--- config.mk ---
export PLATFORM = sky130hd
export DESIGN_NAME = multicycle_control_unit
export DESIGN_NICKNAME = d
export VERILOG_FILES = /design/src/rtl/multicycle_control_unit.sv
export SDC_FILE = /design/constraint.sdc
export NUM_CORES = 1
export LEC_CHECK = 0
export ABC_CLOCK_PERIOD_IN_PS = 2100
export CORE_ASPECT_RATIO = 0.8
export CORE_MARGIN = 4
export CORE_UTILIZATION = 32
export CTS_CLUSTER_DIAMETER = 50
export DETAILED_ROUTE_END_ITERATION = 16
export PLACE_DENSITY_LB_ADDON = 0.05
export REMOVE_ABC_BUFFERS = 1
export SETUP_SLACK_MARGIN = 0.1
export SLEW_MARGIN = 20
export SYNTH_ARGS = -nofsm -noshare
export SYNTH_HDL_FRONTEND = slang
export SYNTH_SLANG_ARGS = --single-unit
--- constraint.sdc ---
create_clock -name clk -period 2.1 [get_ports clk]
set_clock_uncertainty 0.15 [all_clocks]
set_input_delay 0.315 -clock clk [delete_from_list [all_inputs] [get_ports clk]]
set_output_delay 0.315 -clock clk [all_outputs]
set_load 0.005 [all_outputs]
--- src/rtl/multicycle_control_unit.sv ---
// Multi-cycle RV32I control sequencer for a shared-memory datapath.
// Walks fetch/decode/execute/memory/writeback over several clocks, with a
// memory request/ready handshake, bus timeout, illegal-opcode trap,
// optional U-type decode and run/halt control at instruction boundaries.
module multicycle_control_unit #(
    parameter int MEM_TIMEOUT  = 16,
    parameter int ENABLE_UTYPE = 1,
    parameter int TMO_W        = 5
) (
    input  logic       clk,
    input  logic       rst_n,
    input  logic       en,
    input  logic [6:0] opcode,
    input  logic       mem_ready,
    input  logic       branch_taken,
    output logic       mem_req,
    output logic       IorD,
    output logic       MemRead,
    output logic       MemWrite,
    output logic       RegWrite,
    output logic       MemToReg,
    output logic       Branch,
    output logic       IRWrite,
    output logic       PCWrite,
    output logic [1:0] ALUSrc,
    output logic [2:0] ALUOp,
    output logic [1:0] PCSrc,
    output logic       trap,
    output logic [1:0] trap_cause,
    output logic       retire,
    output logic [3:0] state
);

    typedef enum logic [3:0] {
        s_idle      = 4'd0,
        s_fetch     = 4'd1,
        s_decode    = 4'd2,
        s_exec_alu  = 4'd3,
        s_wb_alu    = 4'd4,
        s_exec_addr = 4'd5,
        s_mem       = 4'd6,
        s_wb_mem    = 4'd7,
        s_branch    = 4'd8,
        s_jump      = 4'd9,
        s_trap      = 4'd10
    } state_t;

    localparam logic [6:0] op_rtype = 7'b0110011;
    localparam logic [6:0] op_itype = 7'b0010011;
    localparam logic [6:0] op_load  = 7'b0000011;
    localparam logic [6:0] op_store = 7'b0100011;
    localparam logic [6:0] op_br    = 7'b1100011;
    localparam logic [6:0] op_jal   = 7'b1101111;
    localparam logic [6:0] op_jalr  = 7'b1100111;
    localparam logic [6:0] op_lui   = 7'b0110111;
    localparam logic [6:0] op_auipc = 7'b0010111;

    localparam logic [TMO_W-1:0] tmo_last = TMO_W'(MEM_TIMEOUT - 1);

    state_t           state_q, next_state;
    logic [6:0]       op_q;
    logic [TMO_W-1:0] tmo_cnt;
    logic [1:0]       cause_nxt;
    logic             timeout_hit;
    logic             wait_state;
    logic             entering_wait;

    assign state         = state_q;
    assign wait_state    = (state_q == s_fetch) || (state_q == s_mem);
    assign entering_wait = ((next_state == s_fetch) || (next_state == s_mem)) &&
                           (next_state != state_q);
    assign timeout_hit   = (MEM_TIMEOUT != 0) && (tmo_cnt == tmo_last) && !mem_ready;

    // State, latched opcode, bus-wait counter and sticky trap cause.
    always_ff @(posedge clk or negedge rst_n) begin
        if (!rst_n) begin
            state_q    <= s_idle;
            op_q       <= '0;
            tmo_cnt    <= '0;
            trap_cause <= '0;
        end else begin
            state_q    <= next_state;
            trap_cause <= cause_nxt;
            if (state_q == s_fetch && mem_ready)
                op_q <= opcode;
            if (entering_wait)
                tmo_cnt <= '0;
            else if (wait_state && !mem_ready)
                tmo_cnt <= tmo_cnt + 1'b1;
        end
    end

    // Next-state and datapath controls from state, latched opcode and inputs.
    always_comb begin
        next_state = state_q;
        cause_nxt  = trap_cause;
        mem_req    = 1'b0;
        IorD       = 1'b0;
        MemRead    = 1'b0;
        MemWrite   = 1'b0;
        RegWrite   = 1'b0;
        MemToReg   = 1'b0;
        Branch     = 1'b0;
        IRWrite    = 1'b0;
        PCWrite    = 1'b0;
        ALUSrc     = 2'b00;
        ALUOp      = 3'b000;
        PCSrc      = 2'b00;
        trap       = 1'b0;
        retire     = 1'b0;
        case (state_q)
            s_idle: begin
                if (en) next_state = s_fetch;
            end
            s_fetch: begin
                mem_req = 1'b1;
                MemRead = 1'b1;
                if (mem_ready) begin
                    IRWrite    = 1'b1;
                    PCWrite    = 1'b1;
                    next_state = s_decode;
                end else if (timeout_hit) begin
                    next_state = s_trap;
                    cause_nxt  = 2'b10;
                end
            end
            s_decode: begin
                case (op_q)
                    op_rtype, op_itype: next_state = s_exec_alu;
                    op_load, op_store:  next_state = s_exec_addr;
                    op_br:              next_state = s_branch;
                    op_jal, op_jalr:    next_state = s_jump;
                    op_lui, op_auipc: begin
                        if (ENABLE_UTYPE != 0) begin
                            next_state = s_exec_alu;
                        end else begin
                            next_state = s_trap;
                            cause_nxt  = 2'b01;
                        end
                    end
                    default: begin
                        next_state = s_trap;
                        cause_nxt  = 2'b01;
                    end
                endcase
            end
            s_exec_alu: begin
                if (op_q == op_rtype) begin
                    ALUSrc = 2'b00;
                    ALUOp  = 3'b010;
                end else if (op_q == op_itype) begin
                    ALUSrc = 2'b01;
                    ALUOp  = 3'b011;
                end else begin
                    ALUSrc = 2'b10;
                    ALUOp  = 3'b000;
                end
                next_state = s_wb_alu;
            end
            s_wb_alu: begin
                RegWrite   = 1'b1;
                retire     = 1'b1;
                next_state = en ? s_fetch : s_idle;
            end
            s_exec_addr: begin
                ALUSrc     = 2'b01;
                next_state = s_mem;
            end
            s_mem: begin
                mem_req  = 1'b1;
                IorD     = 1'b1;
                MemRead  = (op_q == op_load);
                MemWrite = (op_q != op_load);
                if (mem_ready) begin
                    if (op_q == op_load) begin
                        next_state = s_wb_mem;
                    end else begin
                        retire     = 1'b1;
                        next_state = en ? s_fetch : s_idle;
                    end
                end else if (timeout_hit) begin
                    next_state = s_trap;
                    cause_nxt  = 2'b10;
                end
            end
            s_wb_mem: begin
                RegWrite   = 1'b1;
                MemToReg   = 1'b1;
                retire     = 1'b1;
                next_state = en ? s_fetch : s_idle;
            end
            s_branch: begin
                Branch     = 1'b1;
                ALUOp      = 3'b001;
                PCSrc      = 2'b01;
                PCWrite    = branch_taken;
                retire     = 1'b1;
                next_state = en ? s_fetch : s_idle;
            end
            s_jump: begin
                RegWrite = 1'b1;
                PCWrite  = 1'b1;
                retire   = 1'b1;
                if (op_q == op_jalr) begin
                    ALUSrc = 2'b01;
                    PCSrc  = 2'b10;
                end else begin
                    ALUSrc = 2'b10;
                    PCSrc  = 2'b01;
                end
                next_state = en ? s_fetch : s_idle;
            end
            s_trap: begin
                trap       = 1'b1;
                PCWrite    = 1'b1;
                PCSrc      = 2'b11;
                next_state = en ? s_fetch : s_idle;
            end
            default: next_state = s_idle;
        endcase
    end

endmodule

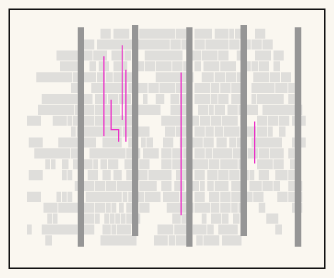
**Above:** run 1 (M4 wires).
Scale: 4 px per µm. Supply wires on this layer in grey.
- wire length on this layer: 113 µm
- longest straight run: 35.4 µm
- share of all routed wire: 2.1%

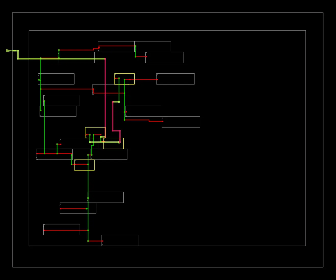
**Above:** run 1 (the clock network).
clock network power: 282 µW
Clock Latency Late Sink: 0.25 ns
clock buf count: 4

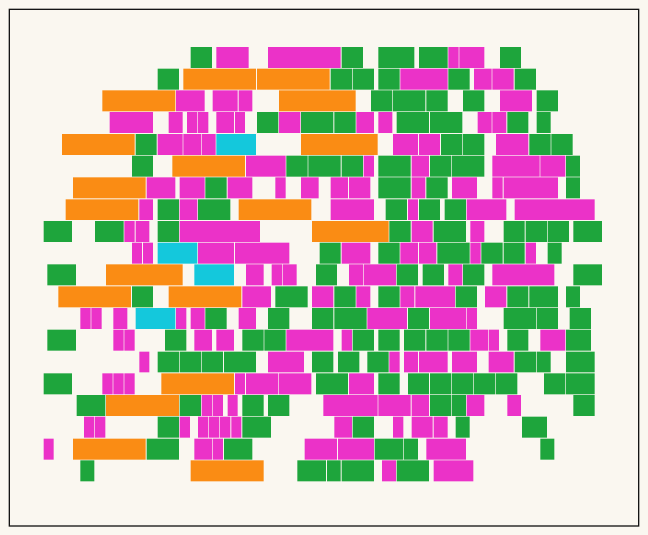
**Above:** run 1 (cells coloured by class).
Scale: 8 px per µm.
- cyan: clock drivers and dummy loads (cells 4; share of their area 2.1%)
- orange: flip-flops (cells 18; share of their area 17%)
- magenta: all other logic (cells 136; share of their area 39%)
- green: other buffers and delay cells (cells 135; share of their area 41%)

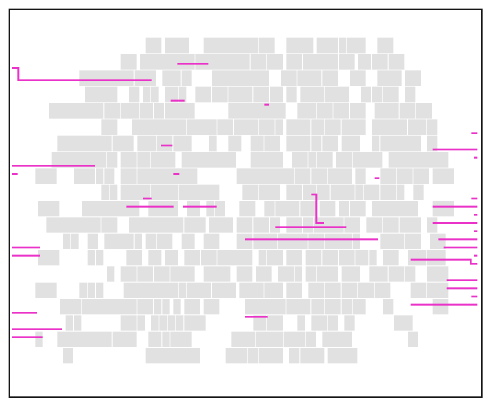
**Above:** run 1 (metal 3).
Scale: 6 px per µm.
- share of all routed wire: 3.8%
- longest straight run: 22.1 µm
- wire length on this layer: 200 µm
- nets with wire on the layer: 31
- main direction: horizontal

==> results.ini, run 1 <==
[logic_synthesis]
synth_top_cell_by_count=nand2_1
yosys-stat-cells=162
synth.distinct_cells=47
mux_share_pct=0.787
yosysChipArea_um2=1270
xor_share_pct=2.06

[global_route]
grt_max_degree=19
grt_busiest_layer=met2
grtUsageMet3_pct=2.96
grt_pass1_vias=1715
use_met2_pct=35.3

[critical_path]
worstSetupPathType=register to register
path_cells=ha_2 -> and3_4 -> ha_4 -> or2_4 -> buf_4 -> nand2b_1 -> nand4_1 -> and4b_4 -> nor3_1
r2r-end=tmo_cnt[0]
endpoint_kind=register
critPathRequiredTime_ns=2.09
crit_buf_inv=1
r2r-start=tmo_cnt[0]
r2r_setup_slack_ns=-0.15

[clock_network]
clockBufferDepth=2
post_cts_resized=106
clock_sinks=18
clk_pin_slew_worst_paths_ns=0.07

[status]
status=complete, but fails checks
violations=setup timing

[floorplan]
fp.dieH_um=64.4
ios=36
die_area_um2=5060
fp_util_pct=33.5

[cells_and_area]
final-comb-area_um2=1030
clkCellAreaFrac_pct=2.01
layout_top_cell=buf_4
n_all_inverters=5
drive_gt1_share_pct=58.7
largest_reg_flops=7
sh_comb_area_pct=37.8

[power_and_ir_drop]
finalPower_uw=3120
swShare_pct=39.4
power.density_nw_per_um2=1140

[run]
cap_violations=0

[sta]
hold_viol_final=0
timing.fmax_mhz=445
layout_setup_ws_ns=-0.148
setup_viol=11

[placement]
post-place-ws_ns=-0.260
place.gp.congestion=0.841
portBuffers=34

[hold_path]
hold_class=input pin to asynchronous set/reset pin

## Run 2: what changed since run 1
- CAP_MARGIN: not set -> 5
- CTS_BUF_LIST: not set -> sky130_fd_sc_hd__clkbuf_8
- SLEW_MARGIN: 20 -> not set
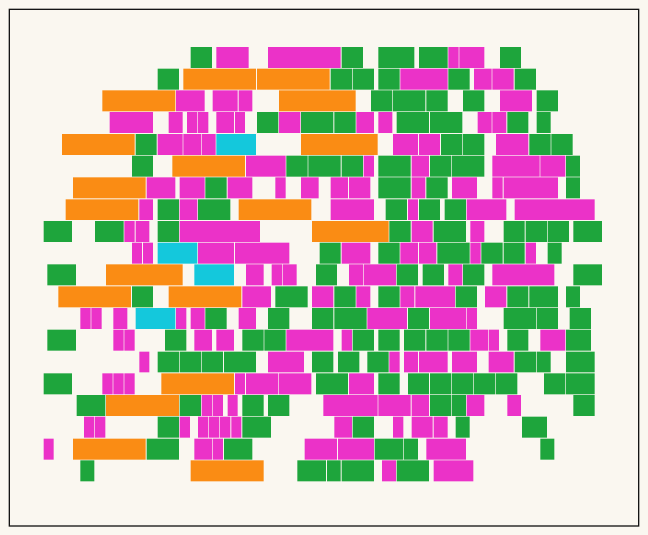
**Above:** run 2 (cells coloured by class).
Scale: 8 px per µm.
- cyan: clock drivers and dummy loads (cells 4; share of their area 2.1%)
- magenta: all other logic (cells 136; share of their area 39%)
- green: other buffers and delay cells (cells 135; share of their area 41%)
- orange: flip-flops (cells 18; share of their area 17%)

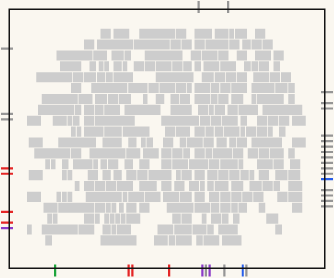
**Above:** run 2 (I/O pins on the die edge).
Scale: 4 px per µm. Pins as bars across the die edge, other pins in grey.
- purple: ALUOp (pins 3; direction output; edge 2 bottom, 1 left)
- green: IRWrite (pins 1; direction output; edge bottom)
- blue: PCSrc (pins 2; direction output; edge 1 bottom, 1 right)
- red: opcode (pins 7; direction input; edge 4 left, 3 bottom)
- all pins by edge: 16 right, 10 bottom, 8 left, 2 top

==> run 2 against run 1 <==
  * The flow still finishes with violations (setup timing)
  * Die area unchanged
  * First-iteration DRC count is the same
  * Combinational power about the same
  * Cell area is the same
  * Highest routed layer unchanged
  * Critical endpoint unchanged
  * Non-clock buffer count stayed put
  * Sequential cell count unchanged
==> results.ini, run 2 <==
[power_and_ir_drop]
finalPower_uw=3120  ; unchanged
swShare_pct=39.4  ; unchanged
pg_clk_uw=282  ; about the same
power.density_nw_per_um2=1140  ; unchanged

[global_route]
grt_max_degree=19  ; unchanged
grtUsageMet3_pct=2.96  ; unchanged
use_met2_pct=35.3  ; unchanged
grt_pass1_vias=1715  ; unchanged

[floorplan]
die_area_um2=5060  ; unchanged
ios=36  ; unchanged
fp_util_pct=33.5  ; unchanged
fp.dieH_um=64.4  ; unchanged

[critical_path]
critPathRequiredTime_ns=2.09  ; about the same
endpoint_kind=register  ; unchanged
crit_buf_inv=1  ; unchanged

[clock_network]
post_cts_resized=106  ; unchanged
clockBufferDepth=2  ; unchanged
clk_pin_slew_worst_paths_ns=0.07  ; about the same

[sta]
timing.fmax_mhz=445  ; unchanged
layout_setup_ws_ns=-0.148  ; unchanged
hold_viol_final=0  ; unchanged
setup_viol=11  ; unchanged

[logic_synthesis]
mux_share_pct=0.787  ; unchanged
synth_top_cell_by_count=nand2_1  ; unchanged
xor_share_pct=2.06  ; unchanged
synth.distinct_cells=47  ; unchanged

[cells_and_area]
sh_comb_area_pct=37.8  ; unchanged
largest_reg_flops=7  ; unchanged
n_all_inverters=5  ; unchanged
clock_buffers=4  ; unchanged
final-comb-area_um2=1030  ; unchanged

[run]
cap_violations=0  ; unchanged

[placement]
portBuffers=34  ; unchanged
place.gp.congestion=0.841  ; unchanged

[status]
violations=setup timing  ; unchanged
status=complete, but fails checks  ; unchanged

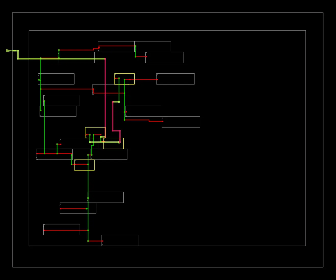
**Above:** run 2 (the clock network).
final sequential cell count: 18
TritonCTS Buffers: 3
Sink Count: 18

**Run 2: metal 3**

Scale: 6 px per µm.
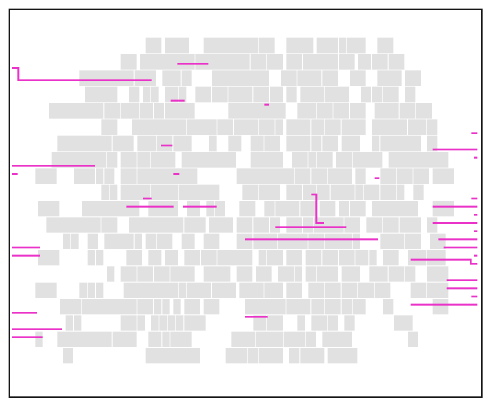

## Run 3: what changed since run 2
- SKIP_CTS_REPAIR_TIMING: not set -> 1
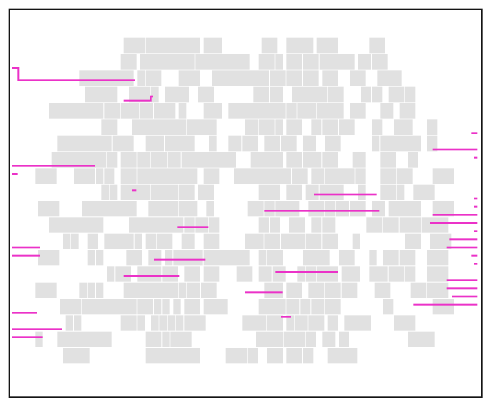
**Above:** run 3 (metal 3).
Scale: 6 px per µm.
- longest straight run: 19.3 µm
- wire length on this layer: 194 µm
- main direction: horizontal
- nets with wire on the layer: 32

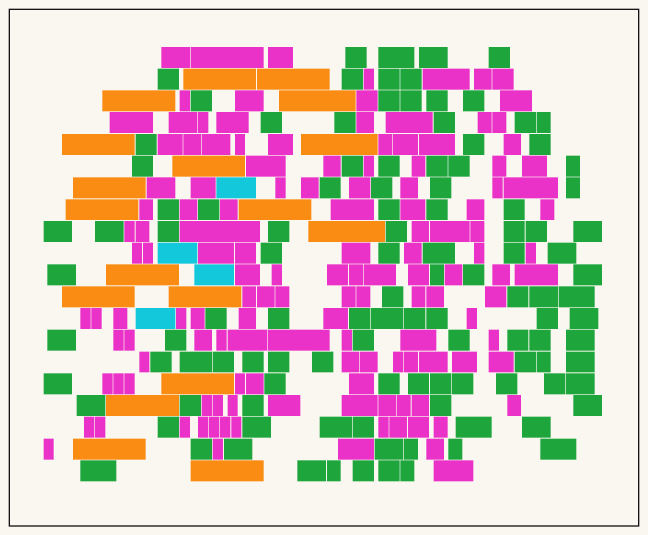
**Above:** run 3 (cells coloured by class).
Scale: 8 px per µm.
- orange: flip-flops (cells 18; share of their area 19%)
- cyan: clock drivers and dummy loads (cells 4; share of their area 2.3%)
- magenta: all other logic (cells 136; share of their area 41%)
- green: other buffers and delay cells (cells 113; share of their area 38%)

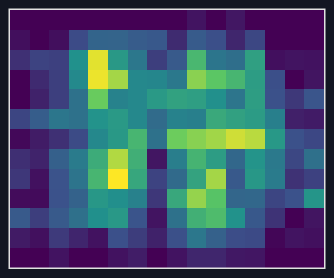
**Above:** run 3 (signal metal coverage by tile).
Scale: 4 px per µm. 16 x 13 tiles, from dark purple (low) to yellow (high), scaled to the fullest tile. Values are wire area over tile area, all layers added.
- fullest tile: 0.47
- nearly empty tiles: 15%
- tiles over half the peak: 24%
- densest ninth of the die: centre
- mean over tiles: 0.14

==> run 3 against run 2 <==
  * The flow still finishes with violations (setup timing)
  * Sequential cell count did not move
  * Maximum frequency shrank 0.81%
  * Critical path depth fell by 3
  * Final cell count decreased by 6.3%
  * Sequential power up 3.5%
  * Sequential share of layout area is 1.7 points higher
  * Core utilization decreased by 6.7 points
  * Clock-buffer cell count stayed put
  * Critical path type is now register to output port
  * Critical endpoint is now RegWrite
==> results.ini, run 3 <==
[global_route]
grt_max_degree=19  ; unchanged
grt_busiest_layer=met2  ; unchanged
grtUsageMet3_pct=2.25  ; was 2.96%
use_met2_pct=27.2  ; was 35.3%

[logic_synthesis]
synth.distinct_cells=47  ; unchanged
xor_share_pct=2.06  ; unchanged
synth_top_cell_by_count=nand2_1  ; unchanged
mux_share_pct=0.787  ; unchanged

[critical_path]
critPathRequiredTime_ns=1.63  ; was 2.09 ns
crit_buf_inv=3  ; was 1
r2r_setup_slack_ns=-0.15  ; about the same

[power_and_ir_drop]
finalPower_uw=2780  ; was 3120 µW
power.density_nw_per_um2=1120  ; was 1140 nW/µm²
swShare_pct=39.3  ; was 39.4%

[cells_and_area]
clock_buffers=4  ; unchanged
n_all_inverters=5  ; unchanged
largest_reg_flops=7  ; unchanged
flops=18  ; unchanged
drive_gt1_share_pct=51.7  ; was 58.7%
clkCellAreaFrac_pct=2.22  ; was 2.01%
sh_comb_area_pct=38.9  ; was 37.8%

[status]
status=complete, but fails checks  ; unchanged
violations=setup timing  ; unchanged

[floorplan]
fp.dieH_um=64.4  ; unchanged
die_area_um2=5060  ; unchanged
ios=36  ; unchanged

[placement]
place.gp.congestion=0.841  ; unchanged
portBuffers=34  ; unchanged
post-place-ws_ns=-0.260  ; unchanged

[clock_network]
cts_made_buffers=3  ; unchanged
insertion_delay_ns=0.25  ; about the same
clockBufferDepth=2  ; unchanged
clock_sinks=18  ; unchanged

[sta]
layout_setup_ws_ns=-0.166  ; was -0.148 ns
setup_viol=14  ; was 11
timing.fmax_mhz=441  ; was 445 MHz

Power and IR drop assume default switching activity.
